Design imem_loader, sky130hd; sources not shown.
Fig. 1: run 1, PDN straps and rails
Bar = 50 microns. Pins as bars on the die edge. Tap cells in gray.
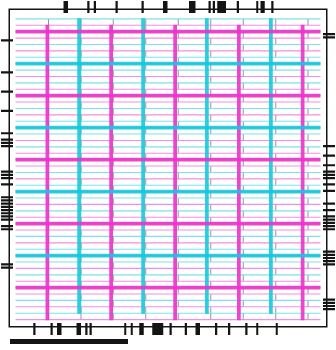
color	net
magenta	VSS
cyan	VDD
met1 rails	48
met5 straps	9
met4 straps	9
Die Span Y: 134 microns
Horiz. Die Dim: 134 microns

Fig. 2: run 1, placed cells, one color a class
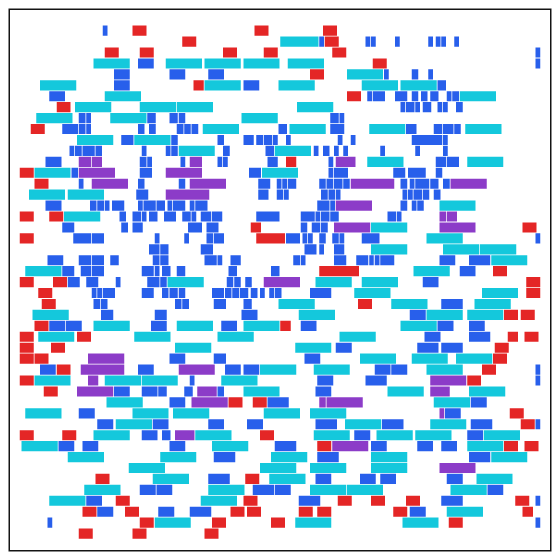
color	class	cells
red	other buffers and delay cells	86
blue	all other logic	336
purple	clock drivers and dummy loads	32
cyan	flip-flops	122
site row count: 47
Placeable Area: 16600 sq um
final core utilization: 44.2%
Post-Layout Inst Area: 7330 sq um

Fig. 3: run 1, clock distribution
Bar = 50 microns.
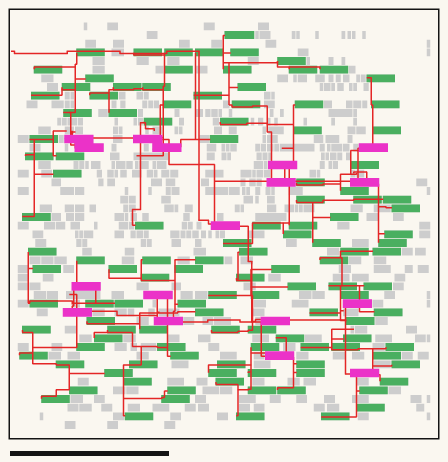
[green] flip-flops | count: 122
[magenta] cells driving clock nets | count: 17
[red] clock wires | length: 1840 microns
flops lie	spread over the die
routed clock nets	18
clock latency on the worst-skew pair: 0.41 ns
Worst Skew: 0.00765 ns
part of the power in the clock network: 27.7%
clock distribution power: 0.00137 W

Fig. 4: run 1, routed metal, one color a layer
Bar = 50 microns. Two of the layers only.
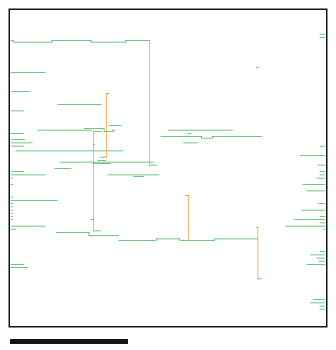
color	layer	wire length
orange	met4	163 microns
green	met3	694 microns
routed wire length: 13700 microns
GRT Resource Usage Total: 16.1%

==> results_tabular.tex <==
% Yosys + OpenROAD metrics
\begin{tabular}{lr}
\hline
Metric & Value \\
\hline
\multicolumn{2}{l}{\textbf{STA}} \\
Final hold violations & 0 \\
Period utilization & between 70\% and 80\% \\
Slew @ Worst Pin & about 0.9 ns \\
Sum Neg Setup Slack & 0 ns \\
RSZ-0062 raised after global routing & no \\
Tmin final & approximately 3.4 ns \\
\multicolumn{2}{l}{\textbf{Logic synthesis}} \\
Fraction of synthesis flops using an asynchronous set or reset pin & 100\% \\
Summed instance area of the synthesized netlist & just under 6000 sq um \\
Yosys warning tally & 0 \\
Total cell area reported by yosys after synthesis & approximately 5800 sq um \\
Leading cell types by total area after synthesis & sky130\_fd\_sc\_hd\_\_dfrtp\_1, sky130\_fd\_sc\_hd\_\_mux2\_2, sky130\_fd\_sc\_hd\_\_mux2\_4, sky130\_fd\_sc\_hd\_\_o21ai\_0, sky130\_fd\_sc\_hd\_\_buf\_4 \\
Most popular library cell in the synthesized design by count & sky130\_fd\_sc\_hd\_\_dfrtp\_1 \\
Yosys stat cell total & 483 \\
Post-Syn Instances & 483 \\
Fraction of synthesized cell area taken by the top area cell type & 52.4\% \\
Number of library cell types mapped by synthesis & around 52 \\
Post-synth EDFFs & 0 \\
Number of synthesized register bits & about 120 \\
Largest area contributor in the netlist & sky130\_fd\_sc\_hd\_\_dfrtp\_1 \\
Most frequently used flop master after synthesis & sky130\_fd\_sc\_hd\_\_dfrtp\_1 \\
\multicolumn{2}{l}{\textbf{Placement}} \\
Cell area reported after detailed placement & 6700 sq um \\
Placed wire-length estimate & roughly 9500 microns \\
\multicolumn{2}{l}{\textbf{Finish}} \\
Syn-to-layout area delta & 26.9\% \\
Share of post-route cells with drive strength above 1 & 22.9\% \\
Max reg flops & 32 \\
Antenna cell count & 0 \\
\multicolumn{2}{l}{\textbf{Setup path}} \\
Data required time of the worst path & 5.00 ns \\
Count of cells along the worst register-to-register path & 7 \\
Nature of the critical path startpoint & primary input \\
Family with the most delay on the worst path & simple AND/OR/NAND/NOR gates \\
Master of the slowest instance on the critical path & sky130\_fd\_sc\_hd\_\_clkdlybuf4s50\_1 \\
Most frequent cell on the critical path & sky130\_fd\_sc\_hd\_\_nor4\_1 \\
Worst Path Class, Setup & primary input to flip-flop \\
Crit. End Element & flip-flop \\
Delay of the slowest cell on the worst path & roughly 0.56 ns \\
Reg2reg setup slack & 1.72 ns \\
CP arrival & 3.68 ns \\
Total stage count of the critical path & 9 \\
\multicolumn{2}{l}{\textbf{Pwr}} \\
IR drop worst, VDD & roughly 0.38 mV \\
Overall power of the completed layout & between 0.004 and 0.005 W \\
LEAKAGE & 3.17 nW \\
Power density relative to cell area & 676 nW/um\^{}2 \\
\multicolumn{2}{l}{\textbf{Flow run}} \\
Number of maximum-capacitance violations & 0 \\
\multicolumn{2}{l}{\textbf{Clock network}} \\
Clock transition time at the flip-flop clock pins of the worst setup and hold paths & $\sim$0.06 ns \\
Number of CTS-inserted buffers & 17 \\
CTS max path bufs & 2 \\
Number of hold buffers added after cts & 0 \\
\multicolumn{2}{l}{\textbf{Floorplan}} \\
Top-level I/O count & 98 \\
Die Footprint & 18000 sq um \\
FP Core Util & around a third \\
\multicolumn{2}{l}{\textbf{Route}} \\
Wire length per cell & 17.3 microns \\
Via count of the routed design & between 3000 and 4000 \\
Antenna-violating nets left & 0 \\
Drt pass-1 iters & 4 \\
Detailed-route DRC error count & 0 \\
Violation count after the first detailed-routing iteration & 231 \\
\multicolumn{2}{l}{\textbf{GRT}} \\
Global-route wire length before repair & 22200 microns \\
Maximum number of pins on one net before global-route repair & 72 \\
Vias in the first global route & approximately 4000 \\
\multicolumn{2}{l}{\textbf{Min path}} \\
Worst hold path type & flip-flop to flip-flop \\
\multicolumn{2}{l}{\textbf{Outcome}} \\
Status & complete, no violations \\
\hline
\end{tabular}
[run 1: through the flow]
step | instances | hold slack (ns) | setup WS (ns)
after floorplan | 500 | 0.457 | 1.80
after global placement | 763 | 0.470 | 0.895
after detailed placement | 764 | 0.486 | 0.855
after CTS | 796 | 0.502 | 1.27
after global routing | 796 | 0.522 | 1.16
final | 796 | 0.494 | 1.31
[run 1: placed cells by master (no fill, tap or decap), types with 3 or more instances in the layout]
| cell type | n |
|---|---|
| sky130_fd_sc_hd__xor2_1 | 13 |
| sky130_fd_sc_hd__o21a_1 | 3 |
| sky130_fd_sc_hd__nor2_1 | 29 |
| sky130_fd_sc_hd__clkdlybuf4s50_1 | 78 |
| sky130_fd_sc_hd__and2_1 | 5 |
| sky130_fd_sc_hd__clkinvlp_4 | 3 |
| sky130_fd_sc_hd__nor3_1 | 8 |
| sky130_fd_sc_hd__nor4_1 | 6 |
| sky130_fd_sc_hd__clkbuf_8 | 4 |
| sky130_fd_sc_hd__mux2_2 | 66 |
| sky130_fd_sc_hd__ha_1 | 3 |
| sky130_fd_sc_hd__inv_1 | 5 |
| sky130_fd_sc_hd__nand4_1 | 8 |
| sky130_fd_sc_hd__o31ai_1 | 5 |
| sky130_fd_sc_hd__dfrtp_1 | 121 |
| sky130_fd_sc_hd__conb_1 | 18 |
| sky130_fd_sc_hd__bufinv_16 | 3 |
| sky130_fd_sc_hd__nand3_1 | 11 |
| sky130_fd_sc_hd__o21ai_0 | 33 |
| sky130_fd_sc_hd__a21oi_1 | 13 |
| sky130_fd_sc_hd__buf_4 | 6 |
| sky130_fd_sc_hd__and4_1 | 3 |
| sky130_fd_sc_hd__and3_1 | 5 |
| sky130_fd_sc_hd__nand2_1 | 32 |
| sky130_fd_sc_hd__mux2_4 | 20 |
| sky130_fd_sc_hd__a31oi_1 | 7 |
| sky130_fd_sc_hd__xnor2_1 | 11 |
| sky130_fd_sc_hd__clkbuf_16 | 17 |
[run 1: cell families (layout without fill, tap and decap cells)]
group	Yosys count	count (layout)	synth area share, %
simple gates	117	117	10.3
fa+ha+maj	4	4	0.823
flops	122	122	52.9
xor+xnor	24	24	3.64
mux	88	88	18.4
compound gates	80	80	8.60
buf+inv	47	123	5.24
other cells	1	18	0.0649
[run 1: routing by layer]
layer	vias up	share of wire [%]	GRT usage [%]
li1	1853	-	-
met5	-	0	0
met1	1973	47	21.0
met4	0	1.2	5.15
met2	101	47	25.7
met3	13	5.0	4.72
[run 1: where the power goes]
group | internal [W] | switching, W
sequential | 0.00144 | 0.000366
clock | 0.000890 | 0.000481
combinational | 0.00102 | 0.000750
total | 0.00336 | 0.00160
[run 1: area by class of cell]
class	instances	area, sq um
fillers	1576	9260
flip-flops and latches	122	3050
multi-input cells	331	2480
repair buffers	86	873
clock buffers	22	484
well taps	220	275
clock inverters	10	140
inverters	5	18.8
Power figures rest on the tool's default switching activity, not on a simulated workload.
